Floorplan with the power grid:
Pins as bars on the die edge. Tap cells in gray.
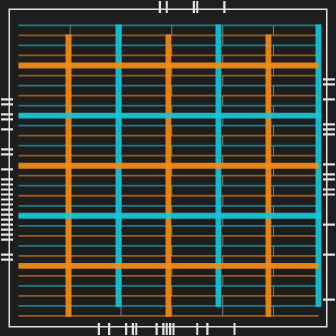
Cell classes on the final placement:
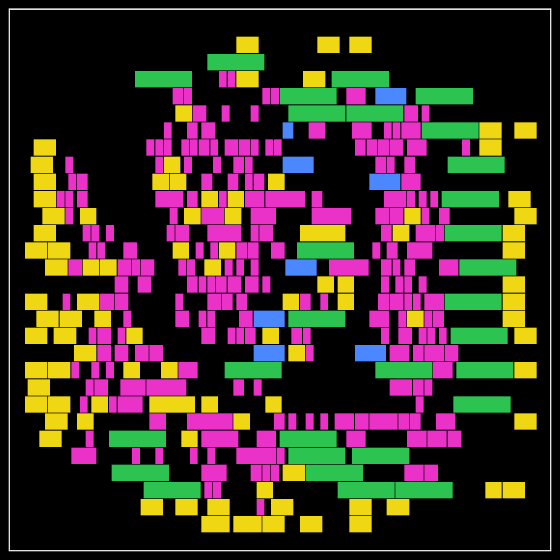
Clock network drawn from the DEF:
Bar = 20 um.
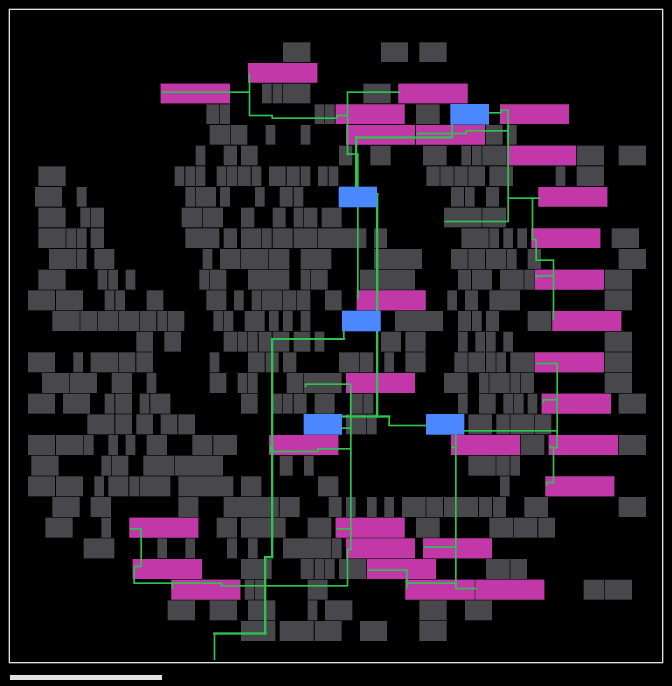
Metal layers overlaid:
Bar = 20 um.
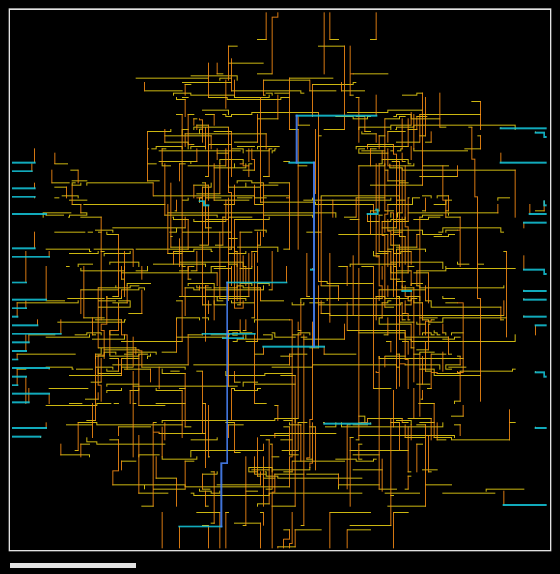
**src/rtl/case_conv_arbiter.sv**
```systemverilog
// Two-requester arbiter in front of a shared ASCII case converter; result lands in a
// single registered valid/ready slot one cycle after acceptance, zero-bubble when drained.
module case_conv_arbiter #(
  parameter int CNT_W      = 16,
  parameter bit FIXED_PRIO = 1'b0
) (
  input  logic             clk,
  input  logic             reset_n,
  input  logic             en,
  input  logic             req0_valid,
  input  logic [7:0]       req0_data,
  input  logic [1:0]       req0_mode,
  output logic             req0_ready,
  input  logic             req1_valid,
  input  logic [7:0]       req1_data,
  input  logic [1:0]       req1_mode,
  output logic             req1_ready,
  output logic             out_valid,
  output logic [7:0]       out_data,
  output logic             out_id,
  input  logic             out_ready,
  output logic             busy,
  output logic [CNT_W-1:0] chg_count
);

  typedef enum logic [1:0] {
    ST_IDLE  = 2'd0,
    ST_RUN   = 2'd1,
    ST_DRAIN = 2'd2
  } state_t;

  localparam logic [1:0] MODE_LOWER  = 2'b01;
  localparam logic [1:0] MODE_UPPER  = 2'b10;
  localparam logic [1:0] MODE_TOGGLE = 2'b11;

  state_t             state_q, state_d;
  logic               out_valid_q, out_valid_d;
  logic [7:0]         out_data_q, out_data_d;
  logic               out_id_q, out_id_d;
  logic               rr_q, rr_d;
  logic [CNT_W-1:0]   chg_count_q, chg_count_d;

  logic               slot_free;
  logic               can_grant;
  logic               gnt0, gnt1, any_gnt;
  logic [7:0]         sel_data;
  logic [1:0]         sel_mode;
  logic [7:0]         conv_data;

  // Letters move by 0x20 between cases; everything else passes through untouched.
  function automatic logic [7:0] case_conv(input logic [7:0] d, input logic [1:0] m);
    logic       is_u;
    logic       is_l;
    logic [7:0] r;
    is_u = (d >= 8'h41) && (d <= 8'h5A);
    is_l = (d >= 8'h61) && (d <= 8'h7A);
    r    = d;
    case (m)
      MODE_LOWER:  if (is_u) r = d + 8'h20;
      MODE_UPPER:  if (is_l) r = d - 8'h20;
      MODE_TOGGLE: begin
        if (is_u)      r = d + 8'h20;
        else if (is_l) r = d - 8'h20;
      end
      default:     r = d;
    endcase
    return r;
  endfunction

  assign slot_free = !out_valid_q || out_ready;
  assign can_grant = (state_q == ST_RUN) && en && slot_free;

  // rr_q=1 means req1 holds priority on the next contested cycle.
  assign gnt0    = can_grant && req0_valid && (!req1_valid || FIXED_PRIO || !rr_q);
  assign gnt1    = can_grant && req1_valid && !gnt0;
  assign any_gnt = gnt0 || gnt1;

  assign sel_data  = gnt1 ? req1_data : req0_data;
  assign sel_mode  = gnt1 ? req1_mode : req0_mode;
  assign conv_data = case_conv(sel_data, sel_mode);

  always_comb begin
    state_d = state_q;
    case (state_q)
      ST_IDLE: begin
        if (en) state_d = ST_RUN;
      end
      ST_RUN: begin
        if (!en) begin
          if (out_valid_q && !out_ready) state_d = ST_DRAIN;
          else                           state_d = ST_IDLE;
        end
      end
      ST_DRAIN: begin
        if (out_valid_q && out_ready) state_d = ST_IDLE;
      end
      default: state_d = ST_IDLE;
    endcase
  end

  always_comb begin
    out_valid_d = out_valid_q;
    out_data_d  = out_data_q;
    out_id_d    = out_id_q;
    rr_d        = rr_q;
    chg_count_d = chg_count_q;
    if (any_gnt) begin
      out_valid_d = 1'b1;
      out_data_d  = conv_data;
      out_id_d    = gnt1;
      rr_d        = gnt0;
      if (conv_data != sel_data) begin
        chg_count_d = chg_count_q + {{(CNT_W-1){1'b0}}, 1'b1};
      end
    end else if (out_ready) begin
      out_valid_d = 1'b0;
    end
  end

  always_ff @(posedge clk or negedge reset_n) begin
    if (!reset_n) begin
      state_q     <= ST_IDLE;
      out_valid_q <= 1'b0;
      out_data_q  <= 8'h00;
      out_id_q    <= 1'b0;
      rr_q        <= 1'b0;
      chg_count_q <= '0;
    end else begin
      state_q     <= state_d;
      out_valid_q <= out_valid_d;
      out_data_q  <= out_data_d;
      out_id_q    <= out_id_d;
      rr_q        <= rr_d;
      chg_count_q <= chg_count_d;
    end
  end

  assign req0_ready = gnt0;
  assign req1_ready = gnt1;
  assign out_valid  = out_valid_q;
  assign out_data   = out_data_q;
  assign out_id     = out_id_q;
  assign busy       = (state_q != ST_IDLE);
  assign chg_count  = chg_count_q;

endmodule

```
**config.mk**
```make
export PLATFORM = sky130hd
export DESIGN_NAME = case_conv_arbiter
export DESIGN_NICKNAME = d
export VERILOG_FILES = /design/src/rtl/case_conv_arbiter.sv
export SDC_FILE = /design/constraint.sdc
export NUM_CORES = 1
export LEC_CHECK = 0
export ABC_AREA = 1
export CORE_MARGIN = 2
export CORE_UTILIZATION = 30
export DETAILED_ROUTE_END_ITERATION = 10
export HOLD_SLACK_MARGIN = 0.03
export PLACE_DENSITY_LB_ADDON = 0.15
export SLEW_MARGIN = 20
export SYNTH_ARGS = -nofsm -noshare
export SYNTH_HDL_FRONTEND = slang
export SYNTH_SLANG_ARGS = --single-unit
```
**constraint.sdc**
```tcl
create_clock -name clk -period 2.73 [get_ports clk]
set_input_delay 0.546 -clock clk [delete_from_list [all_inputs] [get_ports clk]]
set_output_delay 0.546 -clock clk [all_outputs]
set_load 0.005 [all_outputs]
```
==> summary.txt <==
Notes on the physical design

The flow ran to the end, but the final reports show violations. The checks that failed: DRC. The worst setup path is launched from a primary input. The largest fanout of any net on the critical path is 3. The part of the Yosys area used for sequential elements is 36.2%. Hold repair after CTS inserted 0 buffers. The number of antenna violations at the first check in global routing is 0. The final hold violation count is 0.

Leaving out fill and tap cells, the most frequent cells in the layout are 52 x clkdlybuf4s50_1, 51 x nand2_1, 36 x buf_4. The total DRC errors in the routed layout is 4. The number of flip-flops and latches in the synthesized netlist is 29.

The post-route netlist has 26.6% of its cells at a drive strength greater than 1. The routed via count divided by cell count is 4.48. The post-placement setup slack is -0.182 ns.

The number of standard cells after synthesis is 256. The number of nets at floorplan is 285. Note, the detailed placer reported a final HPWL of 3590 um. The type recorded for the worst min-delay path is register to register. The count of port buffers added during placement is 54.

For this design, Yosys synthesis ends with a cell count of 256. The area share of the largest cell type after synthesis is 36.2%. The synthesis-to-finish area growth is 52.6%. The tally of yosys warning messages is 0. The transition time of the tightest slew-check pin is 0.382 ns. The count of max-cap constraint violations is 0. The sum of overflow across all layers after global routing is 0. The register share of total power is 37.7%. The sink count of the clock tree is 29. The detailed router's first-iteration violation count is 59. The total routing resource utilization after global routing is 13.2%. Setup repair after global routing left no endpoint under its margin. The max-slew violation count is 0. The post-detailed-route count of antenna-violating nets is 0.

According to the finish report, the design has a final net count of 381. The iteration tally of the first detailed-router pass is 8. The maximum number of pins on one net before global-route repair is 30.

The synthesis area per yosys is 2010 sq um. Between clock sinks in the finished design, the worst skew comes to 0.00681 ns. The die area is 7360 sq um. By area the synthesized netlist is led by dfrtp_1 36%, nand2_1 9.7%, inv_1 6.4%, nand3_1 6.0%, nand2_2 5.6%.

The arrival time of data at the worst endpoint is listed as 2.05 ns. The via count is 1927. The clock root buffer master is clkbuf_8. The first global-routing pass estimated 7890 um of wire.

The number of failing setup endpoints in the final timing report is 0. Per report_power, the combinational group accounts for 36.7% of the total. The power report puts the net switching power at 478 uW. The total tool warning count is 27. The time the worst path needs with I/O delays and setup is 2.59 ns.

Setup total negative slack on the finished layout was measured at 0 ns. The wire length per cell is 11.0 um. The total length of routed wires is 4730 um. In this run the tightest slew margin relative to its limit is 74.4%. The total power is 1.53 mW. After layout, the worst path uses 94.9% of the clock period. The number of antenna diodes in the final layout is 0. The worst path required time is 2.18 ns.

The number of distinct library cells after synthesis is 35. 55 I/O pins were placed.
About 'floorplan with the power grid':
| net | color |
|---|---|
| VSS | orange |
| VDD | cyan |
met5 straps: 5
met4 straps: 6
Die Ht: 85.8 um
overall die width: 85.8 um
maximum vdd drop: 0.166 mV

About 'cell classes on the final placement':
| class | color | cells | share of their area |
|---|---|---|---|
| clock drivers and dummy loads | blue | 8 | 3.4% |
| remaining buffers and delay cells | yellow | 92 | 29% |
| remaining logic cells | magenta | 224 | 43% |
| registers | green | 29 | 24% |
Seq area share: 23.7%
final design area excluding fillers: 3060 sq um
Placeable Area: 6420 sq um
number of placement rows: 29
utilization of the core after routing: 47.7%

About 'clock network drawn from the DEF':
[flip-flops] magenta | count: 29
[clock wires] green | length: 436 um
[clock-net drivers] blue | count: 5
routed clock nets: 6
clock insertion delay at the later pin of the skew report: 0.28 ns
Clock net power: 390 uW

About 'metal layers overlaid':
| layer | color | wire length |
|---|---|---|
| M4 | blue | 76.4 um |
| M3 | cyan | 199 um |
| M2 | orange | 2100 um |
| M1 | yellow | 2350 um |

-- flip-flops by register name (all words and copies together), names as in the netlist --
| register | count |
|---|---|
| out_id | 1 |
| out_data | 8 |
| state_q | 2 |
| rr_q | 1 |
| chg_count | 16 |
| out_valid | 1 |
-- metal layers --
metal | part of all wire (%) | vias up | track usage, %
li1 | - | 1016 | -
met1 | 50 | 847 | 18.6
met2 | 44 | 57 | 20.4
met3 | 4.2 | 7 | 2.12
met4 | 1.6 | 0 | 5.19
met5 | 0 | - | 0
-- synthesized netlist by cell type, drive strengths merged --
library cell / number
a21o: 1
a21oi: 4
and3: 1
buf: 4
clkbuf: 1
clkinv: 2
dfrtp: 29
ha: 3
inv: 38
nand2: 73
nand3: 30
nand4: 13
nor2: 21
nor3: 4
nor4: 2
o21a: 1
o21ai: 14
o41ai: 1
xnor2: 5
xor2: 9
-- area by class of cell --
class,instances,area (sq um)
Clock inverter,1,5.00
Multi-Input combinational cell,184,1130
Clock buffer,7,96.3
Timing Repair Buffer,92,856
Inverter,40,151
Fill cell,625,3360
Tap cell,77,96.3
Sequential cell,29,726
-- timing repair --
action / 4_1_cts / 5_1_grt
resized: 1 / 9
buffers inserted: 3 / 3
cloned: 0 / 2
pin swaps: 0 / 4
setup endpoints to repair: 2 / 20
-- per-stage QoR --
stage | area (sq um) | utilization [%] | hold slack, ns | std cells
after global routing | 3060 | 47.7 | 0.504 | 430
final | 3060 | 47.7 | 0.478 | 430
after global placement | 2860 | 44.6 | 0.464 | 414
after CTS | 2990 | 46.6 | 0.484 | 425
after detailed placement | 2860 | 44.6 | 0.468 | 414
after floorplan | 2010 | - | 0.250 | 256
-- kinds of logic after synthesis --
group           count (synthesis)  share of synthesized area (%)
compound gates                 21                           6.80
xor+xnor                       14                           6.11
fa+ha+maj                       3                           1.87
buf+inv                        45                           9.85
flops                          29                           36.2
simple gates                  144                           39.2
-- worst max-delay path, cell delays in order --
cell and delay [ns]:
clkdlybuf4s50_1 0.42, nand2_1 0.11, nand2_4 0.08, buf_4 0.14
nor3_4 0.21, clkdlybuf4s50_1 0.54
-- final timing paths --
path	endpoint	slack [ns]	startpoint	cells after the start
setup / recovery	req0_ready	0.14	req1_valid	6
hold / removal	out_id	0.48	out_id	2
min in group asynchronous	out_valid	0.65	reset_n	2
max in group asynchronous	out_data[6]	1.79	reset_n	2
setup reg to reg	chg_count[0]	0.39	state_q[1]	16
hold reg to reg	out_id	0.48	out_id	2
-- power groups by stage --
stage	combinational, mW	sequential (mW)	clock (mW)
2_1_floorplan	0.253	0.578	0
3_3_place_gp	0.537	0.583	0
3_5_place_dp	0.540	0.585	0
4_1_cts	0.548	0.578	0.403
5_1_grt	0.621	0.588	0.422
6_report	0.560	0.576	0.390
Power and IR drop assume default switching activity.
